`config.mk`:
```
export PLATFORM = sky130hd
export DESIGN_NAME = leak_observer_2bit_flat
export DESIGN_NICKNAME = d
export VERILOG_FILES = /design/src/rtl/leak_observer_2bit_if.sv /design/src/rtl/leak_observer_2bit.sv /design/src/flat_wrapper.sv
export SDC_FILE = /design/constraint.sdc
export NUM_CORES = 1
export LEC_CHECK = 0
export CORE_AREA = 2 2 43 84
export CTS_BUF_LIST = sky130_fd_sc_hd__clkbuf_4
export DETAILED_ROUTE_END_ITERATION = 6
export DIE_AREA = 0 0 45 86
export PLACE_DENSITY = 0.77
export SETUP_SLACK_MARGIN = 0.05
export SYNTH_ARGS = -nofsm -noshare
export SYNTH_HDL_FRONTEND = slang
export SYNTH_SLANG_ARGS = --single-unit
```
`constraint.sdc`:
```
create_clock -name clk -period 2.4 [get_ports clk]
set_input_delay 0.72 -clock clk [delete_from_list [all_inputs] [get_ports clk]]
set_output_delay 0.72 -clock clk [all_outputs]
set_load 0.03 [all_outputs]
```
`src/rtl/leak_observer_2bit_if.sv`:
```
// ============================================================================
// leak_observer_2bit_if : valid/ready channel carrying recovered asset bits
// Revision: 1.0
// ============================================================================
`default_nettype none

interface leak_observer_2bit_if;
  logic rx_bit;
  logic rx_valid;
  logic rx_ready;

  modport master (output rx_bit, output rx_valid, input rx_ready);
  modport slave  (input rx_bit, input rx_valid, output rx_ready);
endinterface

`default_nettype wire

```
`src/rtl/leak_observer_2bit.sv`:
```
// ============================================================================
// leak_observer_2bit : frame-locks the period-4 leak stream, checks the
// constant bits, recovers the asset bit and gathers per-window ones counts.
// Revision: 1.0
// ============================================================================
`default_nettype none

module leak_observer_2bit #(
  parameter  int MAX_ERR = 3,
  parameter  int WINDOW  = 16,
  parameter  int ERR_W   = 8,
  localparam int WIN_W   = $clog2(WINDOW + 1)
) (
  input  wire logic                  clk,
  input  wire logic                  reset,
  input  wire logic [1:0]            din_i,
  leak_observer_2bit_if.master       rx_if,
  output logic                       locked_o,
  output logic                       lock_lost_o,
  output logic [ERR_W-1:0]           err_cnt_o,
  output logic                       overflow_o,
  output logic [WIN_W-1:0]           window_ones_o,
  output logic                       window_done_o
);

  localparam int CE_W = $clog2(MAX_ERR + 1);

  typedef enum logic [0:0] {
    HUNT   = 1'b0,
    LOCKED = 1'b1
  } state_t;

  state_t             state_q;
  logic [1:0]         prev_q;
  logic [1:0]         phase_q;
  logic [CE_W-1:0]    consec_q;
  logic [WIN_W-1:0]   win_cnt_q;
  logic [WIN_W-1:0]   win_ones_q;
  logic               rx_bit_q;
  logic               rx_valid_q;
  logic               locked_q;
  logic               lock_lost_q;
  logic [ERR_W-1:0]   err_cnt_q;
  logic               overflow_q;
  logic [WIN_W-1:0]   window_ones_q;
  logic               window_done_q;

  logic               sample_ok;
  logic               capture;
  logic [CE_W-1:0]    consec_d;
  logic [WIN_W-1:0]   win_cnt_d;
  logic [WIN_W-1:0]   win_ones_d;

  // Phase 3 carries {1, asset}: only the marker bit is checked.
  always_comb begin
    sample_ok = 1'b0;
    unique case (phase_q)
      2'd1, 2'd2: sample_ok = (din_i == 2'b11);
      2'd3:       sample_ok = din_i[1];
      default:    sample_ok = (din_i == 2'b00);
    endcase
    capture    = (state_q == LOCKED) && (phase_q == 2'd3) && din_i[1];
    consec_d   = consec_q + CE_W'(1);
    win_cnt_d  = win_cnt_q + WIN_W'(1);
    win_ones_d = win_ones_q + WIN_W'(din_i[0]);
  end

  always_ff @(posedge clk) begin
    if (reset) begin
      state_q       <= HUNT;
      prev_q        <= 2'b11;
      phase_q       <= 2'd0;
      consec_q      <= '0;
      win_cnt_q     <= '0;
      win_ones_q    <= '0;
      rx_bit_q      <= 1'b0;
      rx_valid_q    <= 1'b0;
      locked_q      <= 1'b0;
      lock_lost_q   <= 1'b0;
      err_cnt_q     <= '0;
      overflow_q    <= 1'b0;
      window_ones_q <= '0;
      window_done_q <= 1'b0;
    end else begin
      prev_q        <= din_i;
      lock_lost_q   <= 1'b0;
      window_done_q <= 1'b0;

      case (state_q)
        HUNT: begin
          // The 11 that follows a 00 is phase 1 of the frame.
          if (prev_q == 2'b00 && din_i == 2'b11) begin
            state_q  <= LOCKED;
            locked_q <= 1'b1;
            phase_q  <= 2'd2;
            consec_q <= '0;
          end
        end
        LOCKED: begin
          phase_q <= phase_q + 2'd1;
          if (sample_ok) begin
            consec_q <= '0;
          end else begin
            if (err_cnt_q != '1)
              err_cnt_q <= err_cnt_q + ERR_W'(1);
            if (consec_d == CE_W'(MAX_ERR)) begin
              state_q     <= HUNT;
              locked_q    <= 1'b0;
              lock_lost_q <= 1'b1;
              consec_q    <= '0;
            end else begin
              consec_q <= consec_d;
            end
          end
        end
        default: state_q <= HUNT;
      endcase

      if (capture) begin
        if (!rx_valid_q || rx_if.rx_ready) begin
          rx_bit_q   <= din_i[0];
          rx_valid_q <= 1'b1;
        end else begin
          overflow_q <= 1'b1;
        end
        // Dropped bits still count toward the window.
        if (win_cnt_d == WIN_W'(WINDOW)) begin
          window_ones_q <= win_ones_d;
          window_done_q <= 1'b1;
          win_cnt_q     <= '0;
          win_ones_q    <= '0;
        end else begin
          win_cnt_q  <= win_cnt_d;
          win_ones_q <= win_ones_d;
        end
      end else if (rx_valid_q && rx_if.rx_ready) begin
        rx_valid_q <= 1'b0;
      end
    end
  end

  assign rx_if.rx_bit   = rx_bit_q;
  assign rx_if.rx_valid = rx_valid_q;
  assign locked_o       = locked_q;
  assign lock_lost_o    = lock_lost_q;
  assign err_cnt_o      = err_cnt_q;
  assign overflow_o     = overflow_q;
  assign window_ones_o  = window_ones_q;
  assign window_done_o  = window_done_q;

endmodule

`default_nettype wire

```
`src/flat_wrapper.sv`:
```
// flat-port wrapper written by rule: the top's interface ports become plain ports
module leak_observer_2bit_flat 
#(
  parameter  int MAX_ERR = 3,
  parameter  int WINDOW  = 16,
  parameter  int ERR_W   = 8,
  localparam int WIN_W   = $clog2(WINDOW + 1)
)
  (clk, reset, din_i, locked_o, lock_lost_o, err_cnt_o, overflow_o, window_ones_o, window_done_o, rx_if_rx_bit, rx_if_rx_valid, rx_if_rx_ready);
  leak_observer_2bit_if rx_if_i ();
  input  wire logic clk;
  input  wire logic reset;
  input  wire logic [1:0] din_i;
  output logic locked_o;
  output logic lock_lost_o;
  output logic [ERR_W-1:0] err_cnt_o;
  output logic overflow_o;
  output logic [WIN_W-1:0] window_ones_o;
  output logic window_done_o;
  output wire logic [$bits(rx_if_i.rx_bit)-1:0] rx_if_rx_bit;
  output wire logic [$bits(rx_if_i.rx_valid)-1:0] rx_if_rx_valid;
  input wire logic [$bits(rx_if_i.rx_ready)-1:0] rx_if_rx_ready;
  assign rx_if_rx_bit = rx_if_i.rx_bit;
  assign rx_if_rx_valid = rx_if_i.rx_valid;
  assign rx_if_i.rx_ready = rx_if_rx_ready;
  leak_observer_2bit #(.MAX_ERR(MAX_ERR), .WINDOW(WINDOW), .ERR_W(ERR_W)) u_core (.clk(clk), .reset(reset), .din_i(din_i), .rx_if(rx_if_i), .locked_o(locked_o), .lock_lost_o(lock_lost_o), .err_cnt_o(err_cnt_o), .overflow_o(overflow_o), .window_ones_o(window_ones_o), .window_done_o(window_done_o));
endmodule
```
Run 1, cell outlines without signal wires:
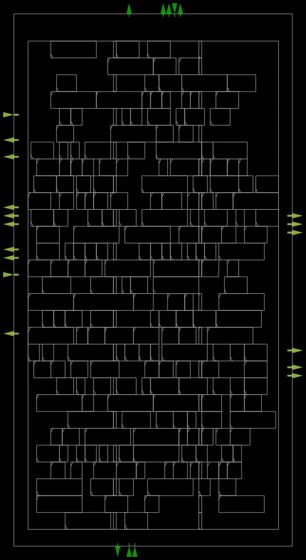
post-layout util: 0.656
sequential cells: 36
FILL cells: 280
non-filler cells in the finished layout: 257

Run 1, supply network:
Drawn at 6 px/um. Pins as bars on the die edge.
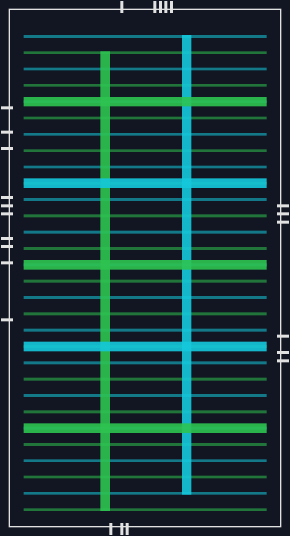
green -> VSS
cyan -> VDD
rows = 29
met5 straps = 5
met1 rails = 30
Core ar.: 3190 um2
Die Span Y: 86 um
width of the die: 45 um
Worst VDD drop: 421 uV

==> Slide: Implementation Results, run 1 <==
Run Summary

Status
  • Outcome: complete, no violations

Drt
  • WL met1: 1430 um
  • Routed vias: 1574
  • Wire length per cell: between 15 and 20 um
  • ANT nets after route: 0

Clock tree
  • Clock sink count: 36
  • Resized Gates After CTS: 0
  • Post-CTS setup buffers: 0

STA
  • Final Cycle Share: 0.947
  • Worst-Margin Slew: approximately 0.44 ns
  • Max Slew Vio Count: 0
  • RSZ-0062 raised after global routing: no
  • Final number of hold-violating endpoints: 0

Critical path
  • Slowest stage delay, CP: 0.73 ns
  • Worst Path Buf+Inv: 1
  • Crit path DAT: 1.55 ns
  • CP max-delay cell: clkdlybuf4s50_1
  • R2r worst-path depth: 6
  • RR Endpoint: u_core.err_cnt_o[7]$_SDFFE_PP0P_
  • Worst-path fanout max: 6
  • Crit-path cells: clkdlybuf4s50_1
  • Setup slack, reg-to-reg: a little over 0.4 ns

Finish
  • Clock buffers: 5
  • Ant. Diodes: 0
  • Fraction of layout cells with a size suffix above 1: 0.137

Placement
  • Pre-CTS setup slack: -0.103 ns

Floorplan
  • N_taps: 31

Global route
  • Global Route met3 Usage: 0.0463
  • Global-route wire length before repair: 6580 um
  • Remaining Overflow, GRT: 0
  • Most Crowded Layer GR: met2

Pwr
  • Switching Fraction: 0.231
  • PwrDens: 450 nW/um2

Synth
  • Yosys warnings: 0
  • Seq share, synth: 0.413
  • Nets at Floorplan: 207
  • Unique cell type count in the Yosys netlist: 47
  • Mean post-synth cell area: about 9.0 um2
  • Yosys chip area: 1750 um2
  • Ys async rst share: 0
Run 1, placement by cell class:
Drawn at 4 px/um. Fill, decap, tap and diode cells in grey.
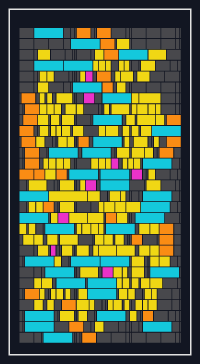
yellow -> combinational and other logic  # cells 151, share of their area 48%
magenta -> clock drivers and dummy loads  # cells 8, share of their area 2.5%
cyan -> sequential cells  # cells 36, share of their area 35%
orange -> remaining buffers and delay cells  # cells 31, share of their area 14%
fraction of area in registers: 0.344
row cnt: 29
post-layout instance area: 2090 um2

run 1: power groups by stage:
stage / Combinational [mW] / Clock (mW) / Sequential (mW)
detailed placement: 0.0384 / 0 / 0.616
finish: 0.0388 / 0.300 / 0.603
floorplan: 0.0215 / 0 / 0.616
global route: 0.0425 / 0.341 / 0.603
CTS: 0.0387 / 0.310 / 0.603
global placement: 0.0371 / 0 / 0.616
run 1: flip-flops by register name, indices dropped and copies added (netlist names):
| register | count |
|---|---|
| u_core.rx_if.rx_valid | 1 |
| u_core.state_q | 1 |
| u_core.err_cnt_o | 8 |
| u_core.lock_lost_o | 1 |
| u_core.phase_q | 2 |
| u_core.rx_if.rx_bit | 1 |
| u_core.win_cnt_q | 5 |
| u_core.overflow_o | 1 |
| u_core.win_ones_q | 5 |
| u_core.window_ones_o | 5 |
| u_core.window_done_o | 1 |
| u_core.locked_o | 1 |
| u_core.consec_q | 2 |
| u_core.prev_q | 2 |
run 1: stage by stage:
stage | util | power (mW) | cell area [um2]
floorplan | - | 0.638 | 1750
global placement | 0.639 | 0.653 | 2040
detailed placement | 0.639 | 0.655 | 2040
CTS | 0.656 | 0.951 | 2090
global route | 0.656 | 0.987 | 2090
finish | 0.656 | 0.942 | 2090
run 1: cell usage after synthesis (2+ instances only):
master    instances
a211oi_1          4
a21oi_1          18
a31oi_1           4
a41oi_1           2
and3_1            5
buf_2             2
clkbuf_1          6
dfxtp_1          36
ha_1              7
inv_1             5
mux2i_1           3
nand2_1          13
nand2b_1          5
nand3_1           7
nand3b_1          5
nor2_1           17
nor2b_1           3
nor3_1            6
nor4_1            3
o21ai_0           5
o31ai_1           4
or2_2             4
or4_1             2
xnor2_1           2
xor2_1            5
run 1: logic make-up (layout without fill, tap and decap cells):
family	count (synthesis)	after routing	synth area share
AND-OR/OR-AND	48	48	0.195
XOR/XNOR	7	7	0.0351
adder cells (fa/ha/maj)	7	7	0.0502
buffers and inverters	13	44	0.0294
flip-flops	36	36	0.413
multiplexers	4	4	0.0237
AND/OR/NAND/NOR	80	80	0.254
run 1: how the worst min path moves through the flow:
stage | startpoint | to | slack, ns | depth (start not counted)
6_report | u_core.overflow_o$_SDFFE_PP0P_ | u_core.overflow_o$_SDFFE_PP0P_ | 0.50 | 2
2_1_floorplan | u_core.consec_q[1]$_SDFFE_PP0P_ | u_core.consec_q[1]$_SDFFE_PP0P_ | 0.44 | 2
3_3_place_gp | u_core.overflow_o$_SDFFE_PP0P_ | u_core.overflow_o$_SDFFE_PP0P_ | 0.45 | 2
4_1_cts | u_core.rx_if.rx_bit$_SDFFE_PP0P_ | u_core.rx_if.rx_bit$_SDFFE_PP0P_ | 0.51 | 2
3_5_place_dp | u_core.overflow_o$_SDFFE_PP0P_ | u_core.overflow_o$_SDFFE_PP0P_ | 0.48 | 2
5_1_grt | u_core.consec_q[0]$_SDFFE_PP0P_ | u_core.consec_q[0]$_SDFFE_PP0P_ | 0.52 | 2
run 1: worst min-delay path, delay by kind of cell (launching register included):
| kind | cells | cell delay, ns |
|---|---|---|
| and+or+nand+nor | 1 | 0.08 |
| AOI/OAI and AO/OA | 1 | 0.05 |
| DFF | 1 | 0.34 |
==> inputs of run 2 (changes only) <==
SLEW_MARGIN = 40   (was not set)
Run 2, supply network:
Drawn at 6 px/um. Pins as bars on the die edge.
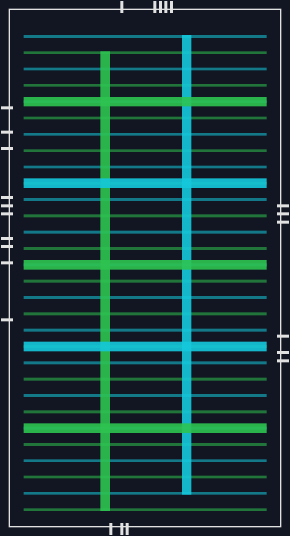
green -> VSS
cyan -> VDD
met4 straps = 2
signal pins = 24
met1 rails = 30

Run 2, routed clock nets over the placement:
Drawn at 8 px/um.
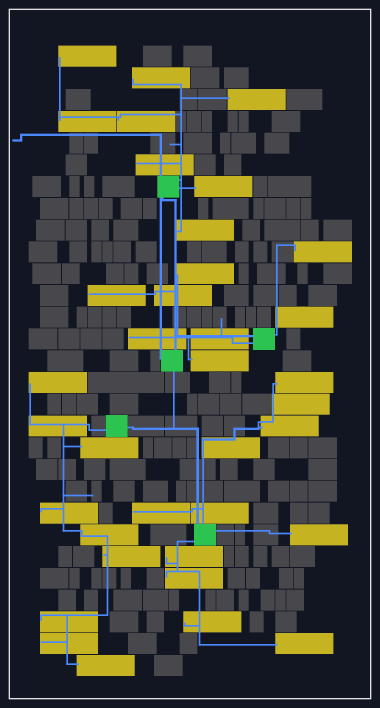
yellow -> flip-flops  # count 36
blue -> clock wires  # length 399 um
green -> clock drivers  # count 5
routed clock nets = 6
Clk pwr share: 0.319
Max Clock Skew: 0.00788 ns
clk pwr: 300 uW

==> run 2 against run 1 <==
Setup slack is the same; core utilization is the same; clock-buffer cell count is the same; wire length is the same; sequential cell count is the same.
==> Slide: Implementation Results, run 2 <==
Run Summary

STA
  • Final Cycle Share: 0.947 (unchanged)
  • Final number of hold-violating endpoints: 0 (unchanged)
  • Worst-Margin Slew: 0.441 ns (unchanged)

Floorplan
  • Die Span Y: 86 um (unchanged)
  • Width of the die: 45 um (unchanged)

Drt
  • ANT nets after route: 0 (unchanged)
  • Routed vias: 1574 (unchanged)

Synth
  • Commonest cells post-synth: dfxtp_1 (36), a21oi_1 (18), nor2_1 (17), nand2_1 (13)
  • Nets at Floorplan: 207 (unchanged)
  • Yosys chip area: 1750 um2 (unchanged)
  • Seq share, synth: 0.413 (unchanged)
  • Most common cell in the synthesized netlist: dfxtp_1
  • Ys async rst share: 0 (unchanged)

Status
  • Outcome: complete, no violations

Critical path
  • Worst-path fanout max: 6 (unchanged)
  • Crit-path cells: clkdlybuf4s50_1

Global route
  • Remaining Overflow, GRT: 0 (unchanged)

Clock tree
  • Resized Gates After CTS: 0 (unchanged)

Pwr
  • PwrDens: 450 nW/um2 (unchanged)
  • Worst VDD drop: 421 uV (unchanged)

Finish
  • Max reg flops: 8 (unchanged)
run 2: cell type report:
cell class | count | area (um2)
fill | 280 | 1100
multi-input combinational | 146 | 973
sequential | 36 | 721
timing repair buffer | 31 | 290
tap | 31 | 38.8
clock buffer | 5 | 37.5
inverter | 5 | 18.8
clock inverter | 3 | 13.8
run 2: routing by layer:
metal	share of wire	vias to the layer above	wire length, um	global-route usage
li1	-	775	-	-
met1	0.36	740	1430	0.209
met2	0.58	46	2300	0.419
met3	0.034	13	136	0.0463
met4	0.031	0	125	0.134
met5	0	-	0	0
run 2: path summary, 6_finish.rpt:
| check | startpoint | end | slack [ns] | depth (start not counted) |
|---|---|---|---|---|
| max | u_core.err_cnt_o[2]$_SDFFE_PP0P_ | err_cnt_o[2] | 0.13 | 1 |
| min | u_core.overflow_o$_SDFFE_PP0P_ | u_core.overflow_o$_SDFFE_PP0P_ | 0.50 | 2 |
| max reg2reg | u_core.phase_q[0]$_SDFFE_PP0P_ | u_core.err_cnt_o[7]$_SDFFE_PP0P_ | 0.41 | 6 |
| min reg2reg | u_core.overflow_o$_SDFFE_PP0P_ | u_core.overflow_o$_SDFFE_PP0P_ | 0.50 | 2 |
run 2: stage by stage:
stage / area, um2 / worst slack (ns) / hold slack, ns / instances / power [mW]
after floorplan: 1750 / 0.596 / 0.444 / 195 / 0.638
after global placement: 2040 / -0.000817 / 0.454 / 249 / 0.653
after detailed placement: 2040 / -0.103 / 0.483 / 249 / 0.655
after CTS: 2090 / 0.124 / 0.505 / 257 / 0.951
after global routing: 2090 / 0.0733 / 0.522 / 257 / 0.987
final: 2090 / 0.128 / 0.498 / 257 / 0.942
run 2: cell families (layout without fill, tap and decap cells):
logic type | after synthesis | in the layout | synth area share
simple gates | 80 | 80 | 0.254
compound gates | 48 | 48 | 0.195
flops | 36 | 36 | 0.413
buf+inv | 13 | 44 | 0.0294
fa+ha+maj | 7 | 7 | 0.0502
xor+xnor | 7 | 7 | 0.0351
mux | 4 | 4 | 0.0237
run 2: power breakdown:
part / switching, mW / internal, mW
sequential: 0.00216 / 0.600
clock: 0.193 / 0.107
combinational: 0.0220 / 0.0168
==> inputs of run 3 (changes only) <==
CORE_AREA = 2 2 57 113   (was 2 2 43 84)
DIE_AREA = 0 0 59 115   (was 0 0 45 86)
PLACE_DENSITY = 0.46   (was 0.77)
Run 3, supply network:
Drawn at 4 px/um. Pins as bars on the die edge.
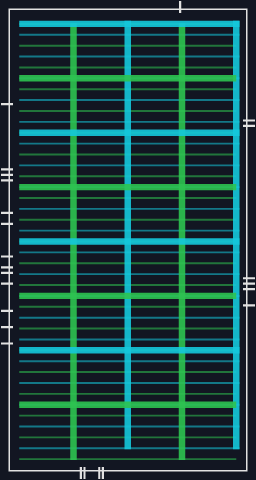
cyan -> VDD
green -> VSS
met5 straps = 8
rows = 40
met1 rails = 41
met4 straps = 4
signal pins = 24
Die Span Y: 115 um
width of the die: 59 um

Run 3, routed clock nets over the placement:
Drawn at 6 px/um.
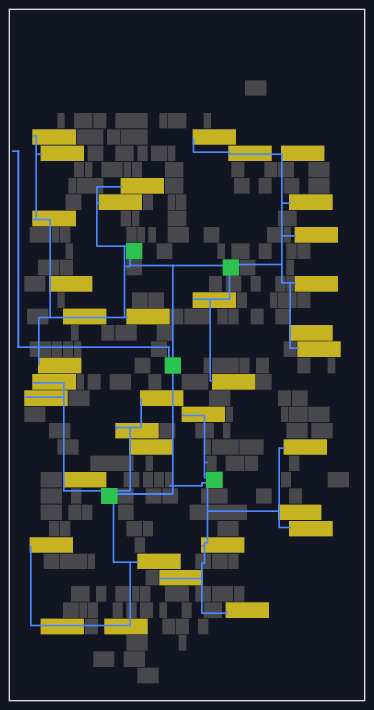
yellow -> flip-flops  # count 36
green -> clock drivers  # count 5
blue -> clock wires  # length 512 um
flops lie = spread over the die
routed clock nets = 6
Max Clock Skew: 0.0103 ns
Latency at later pin: 0.34 ns

==> run 3 against run 2 <==
Largest cell class unchanged; sequential cell count is the same; die size grew 75%; critical endpoint unchanged; sequential share of layout area is 1.6 points lower; core utilization fell by 28 points; sequential power about the same; setup slack better by 0.0034 ns; via count decreased by 4.4%.
==> Slide: Implementation Results, run 3 <==
Run Summary

STA
  • Final number of hold-violating endpoints: 0 (unchanged)
  • Hold slack: 0.484 ns (-0.0134 ns)
  • Final Cycle Share: 0.945 (-0.00141)
  • Worst-Margin Slew: 0.476 ns (+0.0343 ns)

Drt
  • Routed vias: 1504 (-4.4%)
  • ANT nets after route: 0 (unchanged)

Pwr
  • PwrDens: 438 nW/um2 (-2.6%)
  • Worst VDD drop: 198 uV (-53%)
  • Final Power: 963 uW (+2.2%)

Critical path
  • R2r worst-path depth: 6 (unchanged)
  • Worst-path fanout max: 6 (unchanged)
  • Setup slack, reg-to-reg: 0.52 ns (+0.11 ns)
  • FF-to-FF Start: u_core.phase_q[0]$_SDFFE_PP0P_
  • Crit-path cells: clkdlybuf4s50_1
  • Crit. Startpoint: u_core.err_cnt_o[2]$_SDFFE_PP0P_
  • RR Endpoint: u_core.err_cnt_o[4]$_SDFFE_PP0P_
  • CP delay by family, top: buffers and inverters
  • Crit. path cell count: 1 (unchanged)

Placement
  • Placed cells: 288 (+16%)

Synth
  • Nets at Floorplan: 207 (unchanged)
  • Most common cell in the synthesized netlist: dfxtp_1
  • Yosys chip area: 1750 um2 (unchanged)
  • Ys async rst share: 0 (unchanged)
  • Yosys stat cell total: 195
  • Commonest cells post-synth: dfxtp_1 (36), a21oi_1 (18), nor2_1 (17), nand2_1 (13)

Global route
  • Remaining Overflow, GRT: 0 (unchanged)
  • Total GRT Usage: 0.122

Finish
  • Non-filler cells in the finished layout: 295 (+15%)
  • FF+latch area: 721 um2 (unchanged)
  • Max reg flops: 8 (unchanged)
  • Post-layout util: 0.372
  • Comb area: 973 um2 (unchanged)
  • FILL cells: 645 (+130%)

Clock tree
  • Clock root cell: clkbuf_4
  • Clk buf depth: 2
  • Resized Gates After CTS: 0 (unchanged)

Status
  • Outcome: complete, no violations
[run 3: cell counts after synthesis]
Identical to the previous run, type by type.
[run 3: through the flow]
stage | cell area (um2) | worst slack [ns]
finish | 2200 | 0.131
global route | 2200 | 0.0508
CTS | 2200 | 0.107
detailed placement | 2150 | -0.0324
global placement | 2150 | 0.00767
floorplan | 1750 | 0.596
[run 3: final cells by class]
type / instances / share of cell area
sequential: 36 / 0.328
timing repair buffer: 38 / 0.162
multi-input combinational: 146 / 0.443
clock inverter: 1 / 0.00228
tap: 63 / 0.0359
clock buffer: 6 / 0.0205
inverter: 5 / 0.00854
[run 3: cells by family after synthesis]
group | after synthesis | share of synthesized area
simple gates | 80 | 0.254
flops | 36 | 0.413
fa+ha+maj | 7 | 0.0502
xor+xnor | 7 | 0.0351
compound gates | 48 | 0.195
mux | 4 | 0.0237
buf+inv | 13 | 0.0294
[run 3: worst min-delay path by stage]
stage / start / end / slack, ns / cells after the start
floorplan: u_core.consec_q[1]$_SDFFE_PP0P_ / u_core.consec_q[1]$_SDFFE_PP0P_ / 0.44 / 2
global route: u_core.window_ones_o[0]$_SDFFE_PP0P_ / u_core.window_ones_o[0]$_SDFFE_PP0P_ / 0.52 / 2
finish: u_core.consec_q[1]$_SDFFE_PP0P_ / u_core.consec_q[1]$_SDFFE_PP0P_ / 0.48 / 2
detailed placement: u_core.overflow_o$_SDFFE_PP0P_ / u_core.overflow_o$_SDFFE_PP0P_ / 0.46 / 2
CTS: u_core.rx_if.rx_bit$_SDFFE_PP0P_ / u_core.rx_if.rx_bit$_SDFFE_PP0P_ / 0.49 / 2
global placement: u_core.overflow_o$_SDFFE_PP0P_ / u_core.overflow_o$_SDFFE_PP0P_ / 0.46 / 2
[run 3: tightest hold or removal path, stage by stage (launching register included)]
cell and delay (ns):
dfxtp_1 0.34, nand2_1 0.06, a21oi_1 0.05
[run 3: where the power goes]
part	switching, mW	leakage, nW	total [mW]	internal, mW
clock	0.197	0.0315	0.316	0.119
combinational	0.0229	0.453	0.0437	0.0208
sequential	0.00210	0.291	0.603	0.600
[run 3: routing by layer]
metal,up-vias,GRT usage,share of wire
li1,785,-,-
met1,688,0.167,0.48
met2,26,0.184,0.46
met3,5,0.0281,0.034
met4,0,0.0500,0.018
met5,-,0,0
Power figures rest on the tool's default switching activity, not on a simulated workload.
